==> src/rtl/mc_scoreboard.sv <==
// Purpose : RAW scoreboard for the three multi-cycle units (M, A, FPU); holds ID while a result is pending.
// Latency : issue is visible on slot_busy/raw_stall one cycle after the issue edge; the stall drops WB_DELAY cycles after done.
// Backpr. : an issue aimed at a non-idle slot is refused and flagged on issue_stall; the slot keeps its contents.
//
// Ports:
//   clk, reset_n          core clock, asynchronous active-low reset
//   issue_valid/unit/rd/rd_fp   multi-cycle op entering EX (unit 3 is reserved and ignored)
//   unit_done[2:0]        per-unit completion pulse, bit index = unit code
//   flush                 abandons every tracked op at the next edge
//   id_rs1/rs2, id_fp_rs1..3    ID-stage source registers
//   raw_stall             an ID source matches a tracked destination
//   issue_stall           issuing op targets a non-idle slot
//   slot_busy[2:0]        slot state != IDLE, per unit
//   fp_pending            FPU slot != IDLE (holds FFLAGS/FCSR accesses)
//   stall_cycles          saturating count of cycles with raw_stall=1

module mc_scoreboard #(
   parameter int unsigned WB_DELAY = 1,   // legal 1..7
   parameter int unsigned CNT_W    = 32
) (
   input  logic             clk,
   input  logic             reset_n,
   input  logic             issue_valid,
   input  logic [1:0]       issue_unit,
   input  logic [4:0]       issue_rd,
   input  logic             issue_rd_fp,
   input  logic [2:0]       unit_done,
   input  logic             flush,
   input  logic [4:0]       id_rs1,
   input  logic [4:0]       id_rs2,
   input  logic [4:0]       id_fp_rs1,
   input  logic [4:0]       id_fp_rs2,
   input  logic [4:0]       id_fp_rs3,
   output logic             raw_stall,
   output logic             issue_stall,
   output logic [2:0]       slot_busy,
   output logic             fp_pending,
   output logic [CNT_W-1:0] stall_cycles
);

   localparam int NUM_SLOTS = 3;

   // Loaded into the countdown when a unit reports done. The slot leaves
   // WB_PENDING on the cycle the count reads 1, so WB_PENDING lasts
   // exactly WB_DELAY cycles.
   localparam logic [2:0]       WB_CNT_INIT = 3'(WB_DELAY);
   localparam logic [CNT_W-1:0] CNT_ONE     = CNT_W'(1);

   typedef enum logic [1:0] {
      S_IDLE = 2'd0,
      S_BUSY = 2'd1,
      S_WB   = 2'd2
   } slot_state_e;

   slot_state_e state_q [NUM_SLOTS];
   slot_state_e state_d [NUM_SLOTS];
   logic [4:0]  rd_q    [NUM_SLOTS];
   logic [4:0]  rd_d    [NUM_SLOTS];
   logic        fp_q    [NUM_SLOTS];
   logic        fp_d    [NUM_SLOTS];
   logic [2:0]  cnt_q   [NUM_SLOTS];
   logic [2:0]  cnt_d   [NUM_SLOTS];

   logic [2:0]       issue_sel;
   logic [2:0]       slot_match;
   logic [CNT_W-1:0] stall_cnt_q;
   logic [CNT_W-1:0] stall_cnt_d;

   // ------------------------------------------------------------------
   // Issue decode: one-hot slot select, reserved unit code selects none.
   // ------------------------------------------------------------------
   always_comb begin
      issue_sel = 3'b000;
      if (issue_valid) begin
         case (issue_unit)
            2'd0:    issue_sel = 3'b001;
            2'd1:    issue_sel = 3'b010;
            2'd2:    issue_sel = 3'b100;
            default: issue_sel = 3'b000;
         endcase
      end
   end

   // ------------------------------------------------------------------
   // Slot state registers.
   // ------------------------------------------------------------------
   always_ff @(posedge clk or negedge reset_n) begin
      if (!reset_n) begin
         for (int u = 0; u < NUM_SLOTS; u++) begin
            state_q[u] <= S_IDLE;
            rd_q[u]    <= 5'd0;
            fp_q[u]    <= 1'b0;
            cnt_q[u]   <= 3'd0;
         end
      end else begin
         for (int u = 0; u < NUM_SLOTS; u++) begin
            state_q[u] <= state_d[u];
            rd_q[u]    <= rd_d[u];
            fp_q[u]    <= fp_d[u];
            cnt_q[u]   <= cnt_d[u];
         end
      end
   end

   // ------------------------------------------------------------------
   // Slot next-state logic. flush beats done and issue. An issue is only
   // taken from IDLE, so a same-cycle done/issue on a BUSY slot lets the
   // done win and the issue is refused (issue_stall reports it).
   // ------------------------------------------------------------------
   always_comb begin
      for (int u = 0; u < NUM_SLOTS; u++) begin
         state_d[u] = state_q[u];
         rd_d[u]    = rd_q[u];
         fp_d[u]    = fp_q[u];
         cnt_d[u]   = cnt_q[u];

         if (flush) begin
            state_d[u] = S_IDLE;
            cnt_d[u]   = 3'd0;
         end else begin
            case (state_q[u])
               S_IDLE: begin
                  if (issue_sel[u]) begin
                     state_d[u] = S_BUSY;
                     rd_d[u]    = issue_rd;
                     fp_d[u]    = issue_rd_fp;
                  end
               end
               S_BUSY: begin
                  if (unit_done[u]) begin
                     state_d[u] = S_WB;
                     cnt_d[u]   = WB_CNT_INIT;
                  end
               end
               S_WB: begin
                  // done pulses here are stale and ignored.
                  if (cnt_q[u] <= 3'd1) begin
                     state_d[u] = S_IDLE;
                     cnt_d[u]   = 3'd0;
                  end else begin
                     cnt_d[u]   = cnt_q[u] - 3'd1;
                  end
               end
               default: begin
                  state_d[u] = S_IDLE;
                  cnt_d[u]   = 3'd0;
               end
            endcase
         end
      end
   end

   // ------------------------------------------------------------------
   // Outputs, from registered slot state only (plus the issue request
   // for issue_stall). The op issuing this cycle is deliberately not
   // compared: the EX-stage hazard check already covers its issue cycle.
   // ------------------------------------------------------------------
   always_comb begin
      slot_busy  = 3'b000;
      slot_match = 3'b000;
      for (int u = 0; u < NUM_SLOTS; u++) begin
         slot_busy[u] = (state_q[u] != S_IDLE);
         if (state_q[u] != S_IDLE) begin
            if (fp_q[u]) begin
               // f0 is an ordinary FP register, so no zero exclusion.
               slot_match[u] = (rd_q[u] == id_fp_rs1) ||
                               (rd_q[u] == id_fp_rs2) ||
                               (rd_q[u] == id_fp_rs3);
            end else begin
               // x0 writes are tracked for occupancy but never hazard.
               slot_match[u] = (rd_q[u] != 5'd0) &&
                               ((rd_q[u] == id_rs1) || (rd_q[u] == id_rs2));
            end
         end
      end
   end

   assign raw_stall   = |slot_match;
   assign fp_pending  = slot_busy[2];
   // Conservative: a slot still in WB_PENDING is not overwritten either.
   assign issue_stall = |(issue_sel & slot_busy);

   // ------------------------------------------------------------------
   // Saturating stall-cycle counter; survives flush, cleared by reset.
   // ------------------------------------------------------------------
   always_comb begin
      stall_cnt_d = stall_cnt_q;
      if (raw_stall && !(&stall_cnt_q)) begin
         stall_cnt_d = stall_cnt_q + CNT_ONE;
      end
   end

   always_ff @(posedge clk or negedge reset_n) begin
      if (!reset_n) begin
         stall_cnt_q <= '0;
      end else begin
         stall_cnt_q <= stall_cnt_d;
      end
   end

   assign stall_cycles = stall_cnt_q;

endmodule

==> config.mk <==
export PLATFORM = sky130hd
export DESIGN_NAME = mc_scoreboard
export DESIGN_NICKNAME = d
export VERILOG_FILES = /design/src/rtl/mc_scoreboard.sv
export SDC_FILE = /design/constraint.sdc
export NUM_CORES = 1
export LEC_CHECK = 0
export CORE_ASPECT_RATIO = 1.4
export CORE_MARGIN = 2
export CORE_UTILIZATION = 53
export CTS_CLUSTER_SIZE = 30
export DETAILED_ROUTE_END_ITERATION = 8
export HOLD_SLACK_MARGIN = 0.06
export PLACE_DENSITY = 0.81
export SYNTH_ARGS = -nofsm -noshare
export SYNTH_HDL_FRONTEND = slang
export SYNTH_SLANG_ARGS = --single-unit
==> constraint.sdc <==
create_clock -name clk -period 2.9 [get_ports clk]
set_input_delay 0.58 -clock clk [delete_from_list [all_inputs] [get_ports clk]]
set_output_delay 0.58 -clock clk [all_outputs]
set_load 0.05 [all_outputs]
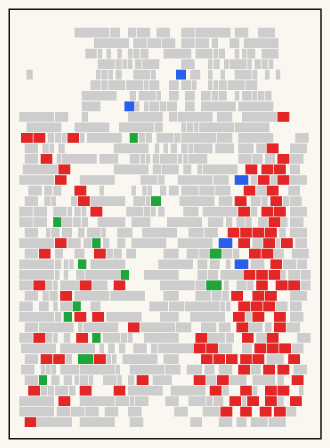
(run_1/logic_types.png)
| family | color | cells |
|---|---|---|
| and/or cells | green | 13 |
| non-inverting ao/oa cells | blue | 5 |
| xor and xnor cells | red | 105 |

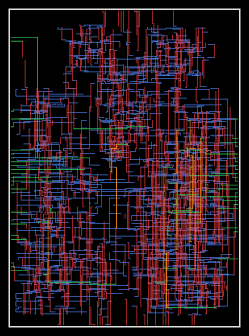
(run_1/wires.png)
| layer | color | wire length |
|---|---|---|
| metal 2 | red | 5560 µm |
| metal 1 | blue | 4360 µm |
| metal 3 | green | 429 µm |
| metal 4 | orange | 338 µm |
final wirelength: 10700 µm
vias: 3579
Total GRT Usage: 24.4%
drt wl/cell: 16.1 µm

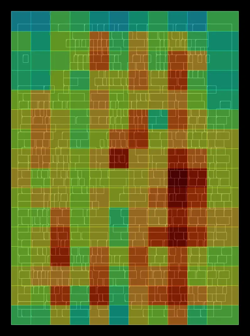
(run_1/congestion.png)
met2 Resource Use GR: 43.1%
final core utilization: 71.9%

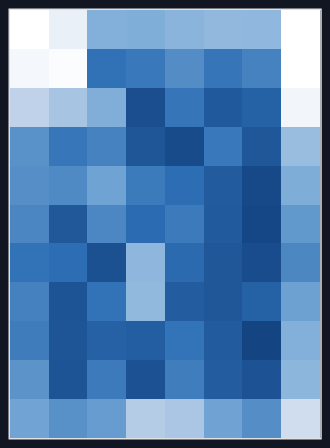
(run_1/cell_density.png)
8 x 11 tiles, from white (low) to dark blue (high), 0 to 100% covered.
fullest tile: 92%
tiles over 75% full: 35%
mean over tiles: 62%
emptiest ninth of the die: north-west

==> flow_summary.ini, run 1 <==
; yosys + openroad results
[outcome]
status = complete, but fails checks
violations = negative setup slack

[synth]
fp_nets = 515
adder_share_pct = 5.53
yosysWarnings = 0
yosys.cell_count.top_type = dfrtp_1
logic_family = XOR/XNOR gates
ys_top_cells_by_area = dfrtp_1 38%, xor2_1 12%, xnor2_1 9.0%
syn-cell-area_mm2 = 0.00430
ys_area_mm2 = 0.00430
synth-xor-area-share_pct = 21.4
yosys-top-cells-count = 65 x dfrtp_1, 61 x xor2_1, 44 x xnor2_1, 31 x nand2_1, 28 x nor3_1
enable_flop_cells = 0
yosysTopAreaCell = dfrtp_1

[power_and_ir_drop]
pg_clk_w = 0.000676
peakVddDrop_uv = 396
internal_power_w = 0.00212
power.share.clock_pct = 19.0

[drt]
post-route-drc-count = 0
drtPass1Iterations = 4
antenna_left = 0
wl_met1_um = 4360

[global_route]
overflow = 0
grt_max_degree = 38
use_met1_pct = 27.4

[clock_network]
clkTransAtPathRegs_ns = 0.07
cts_setup_buffers = 1
root_buffer = clkbuf_8
cts_buffer_depth = 2
cts_resized = 13

[cells_and_area]
synthToLayoutAreaGrowth_pct = 30.5
final-clk-cell-share_pct = 3.10
seq_area_share_pct = 29.0
final-comb-area_mm2 = 0.00251
ff_count = 65
nClkBuffers = 13
lay_top_count = dfrtp_1
finalNetCount = 616

[sta]
layout_min_cycle_time_ns = 2.94
setup_viol = 1
setup_ws_ns = -0.0379

[critical_path]
path_cells = clkdlybuf4s50_1 -> xnor2_1 -> nand3_1 -> o311a_1 -> o32ai_2 -> buf_4 -> or2_4 -> buf_12
crit_arrival_ns = 2.36
cp.depth = 8
crit_type = input port to primary output
r2r_end = stall_cycles[1]
crit_buf_inv = 3

[placed_design]
port_buffers = 77

[hold_path]
min_path_type = input port to asynchronous set/reset pin

[floorplanning]
die_area_mm2 = 0.00886
initial_utilization_pct = 55.1
die_w_um = 80.1
==> inputs of run 2 (changes only) <==
- CORE_UTILIZATION: 53 -> 35
- PLACE_DENSITY: 0.81 -> unset
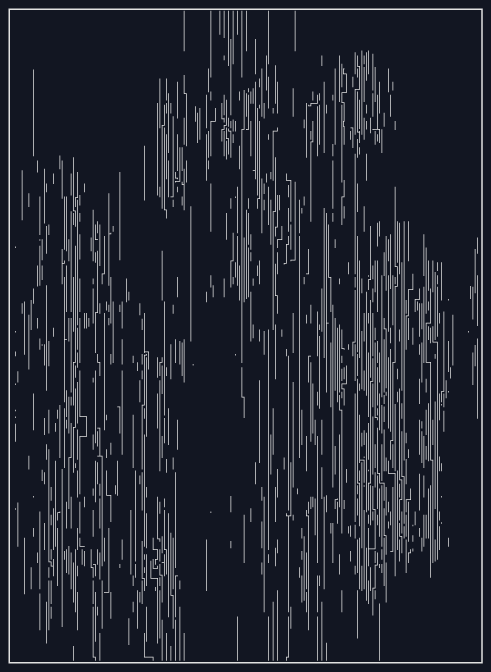
(run_2/layer_met2.png)
share of all routed wire: 53%
nets with wire on the layer: 532
met2 Resource Use GR: 30.4%
vias: 3601
final wirelength: 11100 µm

==> flow_summary.ini, run 2 <==
; yosys + openroad results
[outcome]
violations = negative setup slack
status = complete, but fails checks

[critical_path]
path_cells = clkdlybuf4s50_1 -> xor2_1 -> nor3_2 -> a22oi_2 -> o311a_1 -> o32ai_4 -> or2_4 -> buf_12
crit_type = input port to primary output
cp_data_required_time_ns = 2.32
cp.depth = 8
r2r_end = stall_cycles[1]

[synth]
yosys.cell_count.top_type = dfrtp_1
fp_nets = 515
synthFlopType = dfrtp_1
adder_share_pct = 5.53
enable_flop_cells = 0
yosys-top-cells-count = 65 x dfrtp_1, 61 x xor2_1, 44 x xnor2_1, 31 x nand2_1, 28 x nor3_1
ys_area_mm2 = 0.00430
ys_top_cells_by_area = dfrtp_1 38%, xor2_1 12%, xnor2_1 9.0%
synth-xor-area-share_pct = 21.4
logic_family = XOR/XNOR gates
yosysWarnings = 0

[drt]
detail_route.wl_per_cell_um = 15.8
antenna_left = 0
wl_met1_um = 4510
drtPass1Iterations = 4

[cells_and_area]
fin_util_pct = 48.8
nClkBuffers = 13
lay_top_count = dfrtp_1
synthToLayoutAreaGrowth_pct = 34.9
final-clk-cell-share_pct = 4.23
finalNetCount = 615

[power_and_ir_drop]
internal_power_w = 0.00237
peakVddDrop_uv = 369
pg_clk_w = 0.000916
power.share.clock_pct = 23.9

[global_route]
use_met1_pct = 20.2
overflow = 0
grt_use_total_pct = 17.4
top_usage_layer = met2
antenna_found_initial = 0
grt_max_degree = 34

[sta]
setup_ws_ns = -0.0329
layout_min_cycle_time_ns = 2.93
setup_viol = 1
setup_tns_ns = -0.0329
finClkSkew_ns = 0.00617

[clock_network]
cts_setup_buffers = 1
cts_resized = 10
root_buffer = clkbuf_16
cts.sink_count = 65
cts_buffer_depth = 2
clkTransAtPathRegs_ns = 0.05

[floorplanning]
initial_utilization_pct = 36.2
die_area_mm2 = 0.0132

[placed_design]
port_buffers = 77

[hold_path]
min_path_type = input port to asynchronous set/reset pin
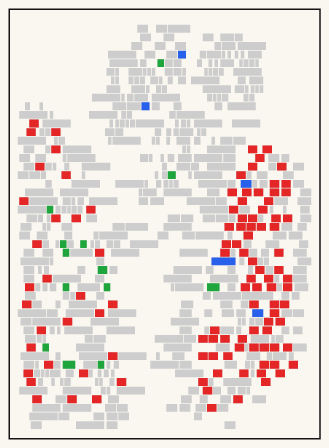
(run_2/logic_types.png)
| family | color | cells |
|---|---|---|
| xor and xnor cells | red | 105 |
| non-inverting ao/oa cells | blue | 5 |
| and/or cells | green | 13 |

==> inputs of run 3 (changes only) <==
- CORE_UTILIZATION: 35 -> 47
- PLACE_DENSITY: unset -> 0.73
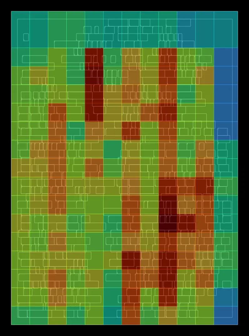
(run_3/congestion.png)
met3 Track Usage GR: 5.05%
grt met1 use: 24.7%

==> flow_summary.ini, run 3 <==
; yosys + openroad results
[outcome]
status = complete, but fails checks
violations = negative setup slack

[placed_design]
routabilityCongestion = 0.881
place_ws_ns = -0.168
dpl_cell_area_mm2 = 0.00536
dpl.hpwl_um = 8040
port_buffers = 77

[power_and_ir_drop]
pg_clk_w = 0.00125
switching_power_w = 0.00150
power.share.clock_pct = 30.2
peakVddDrop_uv = 508
pwr_density_cell_mw_per_mm2 = 715
powerComb_w = 0.00159
internal_power_w = 0.00264
p_leak_nw = 2.62

[synth]
enable_flop_cells = 0
adder_share_pct = 5.53
yosys.stat.seqShare_pct = 37.8
ys_ff = 65
yosys-top-cells-count = 65 x dfrtp_1, 61 x xor2_1, 44 x xnor2_1, 31 x nand2_1, 28 x nor3_1
ys_top_cells_by_area = dfrtp_1 38%, xor2_1 12%, xnor2_1 9.0%
synthAoiAreaFrac_pct = 6.96
yosysWarnings = 0
ys_area_mm2 = 0.00430
synthFlopType = dfrtp_1
logic_family = XOR/XNOR gates
fp_nets = 515
synth-xor-area-share_pct = 21.4
ys_cells = 456
yosysTopAreaCell = dfrtp_1
syn-cell-area_mm2 = 0.00430
yosys.cell_count.top_type = dfrtp_1

[cells_and_area]
lay_top_cells = 64 x dfrtp_1, 61 x xor2_1, 54 x clkdlybuf4s50_1, 44 x xnor2_1, 37 x buf_4
seq_area_mm2 = 0.00163
finalNetCount = 617
lay_top_count = dfrtp_1
final-comb-area_mm2 = 0.00252
synthToLayoutAreaGrowth_pct = 34.9
final-clk-cell-share_pct = 5.96
comb_cells = 343
largest_register_ffs = 32
fin_util_pct = 64.6
fin_cells = 670
nClkBuffers = 11
num-nonclk-buffers = 115
final_area_mm2 = 0.00580
area_dominant_class = logic gates

[clock_network]
clkTransAtPathRegs_ns = 0.06
cts_tree = yes
cts_resized = 19
root_buffer = clkbuf_16
cts_setup_buffers = 2
cts_buffer_depth = 2
cts.sink_count = 65

[floorplanning]
die_area_mm2 = 0.00994
initial_utilization_pct = 47.9
rows = 41

[sta]
finClkSkew_ns = 0.00626
setup_ws_ns = -0.0296
fin_hold_ws_ns = 0.211
tightest_slew_ns = 0.521
hold_viol_final = 0
setup_tns_ns = -0.0296
finalClockPeriodUsage_pct = 101
layout_min_cycle_time_ns = 2.93
setup_viol = 1

[drt]
drtPass1Iterations = 4
vias = 3640
antenna_left = 0
routed_wl_um = 10900
detail_route.wl_per_cell_um = 16.3
wl_met1_um = 4410
dr_wl_met3_um = 435

[global_route]
top_usage_layer = met2
met2_usage_pct = 41.1
antenna_found_initial = 0
grt_max_degree = 29
overflow = 0
grt_use_total_pct = 22.6

[critical_path]
crit_end = raw_stall
ff2ff_path_depth = 10
crit_arrival_ns = 2.35
r2r_end = stall_cycles[1]
timing.rr.start = rd_q[6]
cp.depth = 10
cp_data_required_time_ns = 2.32
path_cells = clkdlybuf4s50_1 -> buf_4 -> xnor2_1 -> nand3_1 -> o32ai_2 -> a21oi_1 -> o32ai_2 -> buf_4 -> or2_4 -> buf_12
crit_type = input port to primary output

[hold_path]
min_path_type = input port to asynchronous set/reset pin
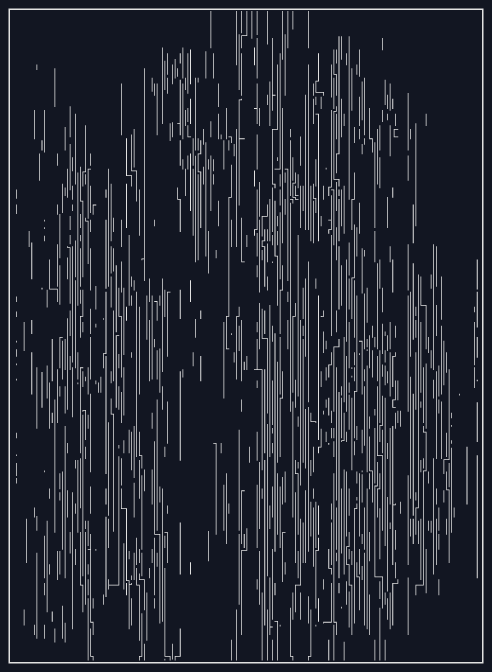
(run_3/layer_met2.png)
nets with wire on the layer: 545
longest straight run: 41.8 µm
wire length on this layer: 5700 µm
main direction: vertical

